$ cat config.mk
export PLATFORM = sky130hd
export DESIGN_NAME = entity_slot_scheduler_flat
export DESIGN_NICKNAME = d
export VERILOG_FILES = /design/src/rtl/entity_slot_scheduler_if.sv /design/src/rtl/entity_slot_scheduler.sv /design/src/flat_wrapper.sv
export SDC_FILE = /design/constraint.sdc
export NUM_CORES = 1
export LEC_CHECK = 0
export CAP_MARGIN = 20
export CORE_MARGIN = 2
export CORE_UTILIZATION = 30
export CTS_CLUSTER_SIZE = 10
export DETAILED_ROUTE_END_ITERATION = 8
export DONT_BUFFER_PORTS = 1
export PLACE_DENSITY_LB_ADDON = 0.15
export SYNTH_ARGS = -nofsm -noshare
export SYNTH_HDL_FRONTEND = slang
export SYNTH_SLANG_ARGS = --single-unit
export TNS_END_PERCENT = 100
$ cat constraint.sdc
create_clock -name clk -period 3.3 [get_ports clk]
set_input_delay 0.99 -clock clk [delete_from_list [all_inputs] [get_ports clk]]
set_output_delay 0.99 -clock clk [all_outputs]
set_load 0.03 [all_outputs]
$ cat src/rtl/entity_slot_scheduler_if.sv
// Requester-side write port of the entity slot scheduler: request, target slot, word, ack.
interface entity_slot_scheduler_if #(
  parameter int NUM_REQ  = 4,
  parameter int ENTITY_W = 18
);
  logic [NUM_REQ-1:0]          req;
  logic [4*NUM_REQ-1:0]        req_slot;
  logic [ENTITY_W*NUM_REQ-1:0] req_data;
  logic [NUM_REQ-1:0]          ack;

  modport master (output req, output req_slot, output req_data, input ack);
  modport slave  (input req, input req_slot, input req_data, output ack);
endinterface

$ cat src/rtl/entity_slot_scheduler.sv
// Round-robin slot writes into a shadow table; shadow is copied to the PPU-facing
// active table one slot per cycle starting at the first vertical-blank line.
module entity_slot_scheduler #(
  parameter int                  NUM_REQ      = 4,
  parameter int                  NUM_SLOTS    = 14,
  parameter int                  ENTITY_W     = 18,
  parameter int                  VBLANK_LINE  = 480,
  parameter logic [ENTITY_W-1:0] BLANK_ENTITY = 18'h3F000
) (
  input  logic                          clk,
  input  logic                          reset,
  input  logic [9:0]                    counter_V,
  entity_slot_scheduler_if.slave        rq,
  output logic [ENTITY_W*NUM_SLOTS-1:0] slots,
  output logic                          busy,
  output logic                          commit_done
);
  localparam int         PTR_W    = (NUM_REQ > 1) ? $clog2(NUM_REQ) : 1;
  localparam logic [4:0] SLOT_LIM = 5'(NUM_SLOTS);
  localparam logic [3:0] LAST_IDX = 4'(NUM_SLOTS - 1);
  localparam logic [0:0] IDLE     = 1'b0;
  localparam logic [0:0] COMMIT   = 1'b1;

  logic [0:0]                         state;
  logic [PTR_W-1:0]                   rr_ptr;
  logic [3:0]                         copy_idx;
  logic [9:0]                         prev_v;
  logic [NUM_REQ-1:0]                 ack_q;
  logic [NUM_SLOTS-1:0][ENTITY_W-1:0] shadow;
  logic [NUM_SLOTS-1:0][ENTITY_W-1:0] active;

  logic                trigger;
  logic [NUM_REQ-1:0]  elig;
  logic                grant_vld;
  logic [PTR_W-1:0]    grant_idx;
  logic [3:0]          grant_slot;
  logic [ENTITY_W-1:0] grant_data;

  assign trigger = (counter_V == 10'(VBLANK_LINE)) && (prev_v != 10'(VBLANK_LINE));
  // A requester acked this cycle still shows req high; mask it so it is not regranted.
  assign elig    = rq.req & ~ack_q;

  always_comb begin
    grant_vld = 1'b0;
    grant_idx = '0;
    for (int o = 0; o < NUM_REQ; o++) begin
      if (!grant_vld && elig[(int'(rr_ptr) + o) % NUM_REQ]) begin
        grant_vld = 1'b1;
        grant_idx = PTR_W'((int'(rr_ptr) + o) % NUM_REQ);
      end
    end
  end

  assign grant_slot  = rq.req_slot[4*grant_idx +: 4];
  assign grant_data  = rq.req_data[ENTITY_W*grant_idx +: ENTITY_W];
  assign rq.ack      = ack_q;
  assign slots       = active;
  assign busy        = (state == COMMIT);

  always_ff @(posedge clk) begin
    if (!reset) begin
      state       <= IDLE;
      rr_ptr      <= '0;
      copy_idx    <= '0;
      prev_v      <= '0;
      ack_q       <= '0;
      commit_done <= 1'b0;
      shadow      <= {NUM_SLOTS{BLANK_ENTITY}};
      active      <= {NUM_SLOTS{BLANK_ENTITY}};
    end else begin
      prev_v      <= counter_V;
      ack_q       <= '0;
      commit_done <= 1'b0;
      case (state)
        IDLE: begin
          // Trigger beats a pending request; the request simply waits out the commit.
          if (trigger) begin
            state    <= COMMIT;
            copy_idx <= '0;
          end else if (grant_vld) begin
            ack_q[grant_idx] <= 1'b1;
            rr_ptr           <= PTR_W'((int'(grant_idx) + 1) % NUM_REQ);
            if ({1'b0, grant_slot} < SLOT_LIM)
              shadow[grant_slot] <= grant_data;
          end
        end
        default: begin
          active[copy_idx] <= shadow[copy_idx];
          if (copy_idx == LAST_IDX) begin
            state       <= IDLE;
            copy_idx    <= '0;
            commit_done <= 1'b1;
          end else begin
            copy_idx <= copy_idx + 4'd1;
          end
        end
      endcase
    end
  end
endmodule

$ cat src/flat_wrapper.sv
// flat-port wrapper written by rule: the top's interface ports become plain ports
module entity_slot_scheduler_flat 
#(
  parameter int                  NUM_REQ      = 4,
  parameter int                  NUM_SLOTS    = 14,
  parameter int                  ENTITY_W     = 18,
  parameter int                  VBLANK_LINE  = 480,
  parameter logic [ENTITY_W-1:0] BLANK_ENTITY = 18'h3F000
)
  (clk, reset, counter_V, slots, busy, commit_done, rq_req, rq_req_slot, rq_req_data, rq_ack);
  entity_slot_scheduler_if #(.NUM_REQ(NUM_REQ), .ENTITY_W(ENTITY_W)) rq_i ();
  input  logic clk;
  input  logic reset;
  input  logic [9:0] counter_V;
  output logic [ENTITY_W*NUM_SLOTS-1:0] slots;
  output logic busy;
  output logic commit_done;
  input wire logic [$bits(rq_i.req)-1:0] rq_req;
  input wire logic [$bits(rq_i.req_slot)-1:0] rq_req_slot;
  input wire logic [$bits(rq_i.req_data)-1:0] rq_req_data;
  output wire logic [$bits(rq_i.ack)-1:0] rq_ack;
  assign rq_i.req = rq_req;
  assign rq_i.req_slot = rq_req_slot;
  assign rq_i.req_data = rq_req_data;
  assign rq_ack = rq_i.ack;
  entity_slot_scheduler #(.NUM_REQ(NUM_REQ), .NUM_SLOTS(NUM_SLOTS), .ENTITY_W(ENTITY_W), .VBLANK_LINE(VBLANK_LINE), .BLANK_ENTITY(BLANK_ENTITY)) u_core (.clk(clk), .reset(reset), .counter_V(counter_V), .rq(rq_i), .slots(slots), .busy(busy), .commit_done(commit_done));
endmodule
### Track usage over the die

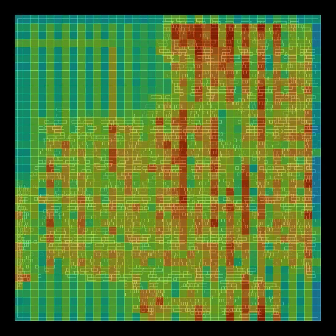
met2 Use GR: 28.4%
Wirelength per Cell: 20.5 um

### A small window of the routed layout

Region (190, 190) to (215, 215) um. Cells in grey, sequential cells in the stronger grey; small squares are vias.
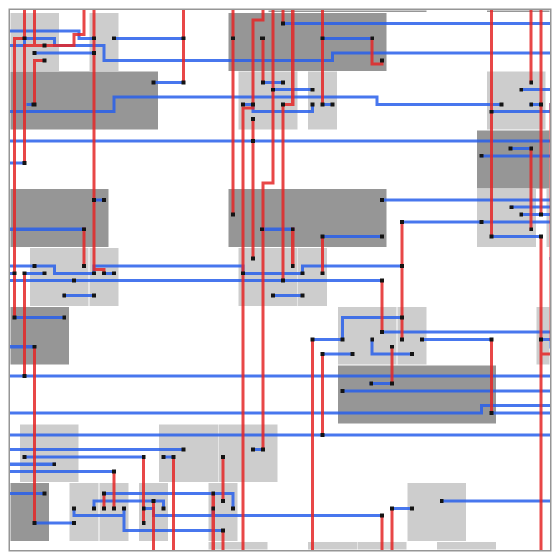
colour	layer
red	metal 2
blue	metal 1
sequential cells in the window	5
netlist names of flops here include	u_core.slots (5)
most frequent	nor2_1 (9), a211oi_1 (7), dfxtp_1 (5)
cells with their middle in the window	25

==> metrics.cfg <==
[route]
met2_wirelength_um=29600
vias=15400
drc=0
wl_met3_um=3620
m1WireLength_um=28900
drt_pass1_iterations=5
ant_nets=0
drt-initial-drc-count=797
viasPerCell=5.00
drt-total-wl_um=63300

[final_timing]
finalSetupViolCount=0
hold_viol=0
fin_hold_ws_ns=0.447
slew_violations=0
final.setup.tns_ns=0
min_period_ns=2.83
skew_ns=0.0327
rsz0062_at_grt=no
fmax_mhz=353
min_period_over_period_pct=85.8

[global_routing]
grtUsageTotal_pct=17.1
grt_max_degree=277
overflow=0
grt_pass1_wl_um=96900
grt_pass1_vias=15300
antenna_found_initial=0

[clock_network]
clock-root-buffer=clkbuf_16
cts_sinks=526
clkTransAtPathRegs_ns=0.06
cts_tree=built
clk_latency_ns=0.64
cts_resized=0
clk_path_buf_depth=3
numCtsBuffers=61

[power_and_ir_drop]
power_density_nw_per_um2=756
seqPwrFrac_pct=40.9
leakagePower_nw=9.23
peakVddDrop_mv=0.459
p_comb_share_pct=25.2
p_clk_share_pct=33.9
p_sw_share_pct=31.5
switchingPower_w=0.00578

[die]
die_h_um=270
core_area_um2=69900
fp-row-count=97
ios=362
die_x_um=270
fp_util_pct=30.3

[placement]
pre_cts_ws_ns=0.0557
port_buffers=0
dp.cells=2997
dpl.hpwl_um=41300
gp_congestion=0.784

[logic_synthesis]
ys_cells=2168
avgSynthCellArea_um2=9.77
ys_seq_share_pct=49.7
yosys_area_um2=21200
netlist_area_um2=21200
ff_type=dfxtp_1
edf_count=0
async_flop_share_pct=0
fp_nets=2276
ys.flops=526

[min_path]
holdCritPathClass=in2reg

[cells_and_area]
area_delta_synth_final_pct=14.6
drive_gt1_share_pct=13.0
final_area_um2=24300
fillers=7113
antenna_cells=0
fin_util_pct=34.7
fin_cells=3080
mostFrequentLayoutCells=dfxtp_1, nand2_1, mux2i_1

[setup_path]
start_kind=flop
cp.required_ns=3.78
critical_path_class=reg2reg
path_max_fanout=20

[status]
status=complete, no violations

[job]
maxCapViolCount=0
warnings=31

power by group through the flow:
stage	clock network [W]	registers, W	logic (W)
global route	0.00668	0.00760	0.00503
finish	0.00623	0.00752	0.00463
CTS	0.00643	0.00752	0.00471
floorplan	0	0.00752	0.00324
detailed placement	0	0.00765	0.00470
global placement	0	0.00761	0.00460
routing by layer:
metal | vias up | GRT usage (%)
li1 | 7502 | -
met2 | 386 | 28.4
met4 | 0 | 3.99
met1 | 7450 | 22.2
met5 | - | 0
met3 | 71 | 4.27
critical path, cell delays in order, from the launching register on:
cell and delay (ns):
dfxtp_4 0.66, buf_12 0.23, mux4_2 0.52, mux2i_1 0.39, o21ai_0 0.18, a221oi_2 0.21
buf_4 0.33, a211oi_1 0.13
cell usage after synthesis, types with 2 or more instances:
library cell / count / area share, %
o211ai_1: 78 / 2.8
o21ai_0: 35 / 0.83
buf_2: 51 / 1.2
buf_4: 23 / 0.82
and4b_1: 2 / 0.095
a21oi_1: 14 / 0.33
a31oi_1: 6 / 0.18
inv_1: 5 / 0.089
and2b_1: 2 / 0.071
nor3b_1: 3 / 0.11
nor2_1: 272 / 4.8
mux2i_1: 271 / 13
and3_2: 4 / 0.14
nor3_1: 12 / 0.28
nand3b_1: 8 / 0.28
buf_1: 4 / 0.071
or3_1: 4 / 0.12
dlygate4sd3_1: 2 / 0.095
buf_6: 7 / 0.37
nand3_1: 65 / 1.5
a32o_1: 5 / 0.24
clkbuf_1: 115 / 2.0
a211oi_1: 159 / 5.6
dfxtp_1: 526 / 50
nand2b_1: 7 / 0.21
inv_2: 2 / 0.035
and2_1: 10 / 0.30
nor2b_1: 4 / 0.12
a32oi_1: 4 / 0.17
ha_1: 4 / 0.24
a221oi_1: 18 / 0.74
nand2_1: 367 / 6.5
mux4_2: 54 / 5.7
flip-flops by register name, summed over array words and instances (netlist names):
name and count:
u_core.busy 1, u_core.commit_done 1, u_core.copy_idx 4, u_core.prev_v 10
u_core.rq.ack 4, u_core.rr_ptr 2, u_core.shadow 252, u_core.slots 252
cell type report:
| class | instances | area (um2) | share of cell area, % |
|---|---|---|---|
| Clock inverter | 7 | 160 | 0.660 |
| Inverter | 8 | 36.3 | 0.149 |
| Multi-Input combinational cell | 1430 | 9810 | 40.4 |
| Sequential cell | 526 | 10500 | 43.4 |
| Timing Repair Buffer | 93 | 923 | 3.80 |
| Tap cell | 940 | 1180 | 4.84 |
| Clock buffer | 76 | 1640 | 6.77 |
cell families after synthesis:
family          Yosys count  share of synthesized area, %
compound gates          334                          11.8
fa+ha+maj                 4                         0.236
buf+inv                 212                          4.89
flops                   526                          49.7
mux                     325                          18.5
simple gates            767                          14.8
worst paths after layout:
kind	from	endpoint	slack, ns	depth (start not counted)
max	u_core.copy_idx[0]$_SDFFE_PN0P_	u_core.slots[151]$_SDFFE_PN0P_	0.47	7
min	reset	u_core.slots[196]$_SDFFE_PN1P_	0.45	1
max reg2reg	u_core.copy_idx[0]$_SDFFE_PN0P_	u_core.slots[151]$_SDFFE_PN0P_	0.47	7
min reg2reg	u_core.shadow[45]$_SDFFE_PN0P_	u_core.shadow[45]$_SDFFE_PN0P_	0.45	2
Power figures rest on the tool's default switching activity, not on a simulated workload.
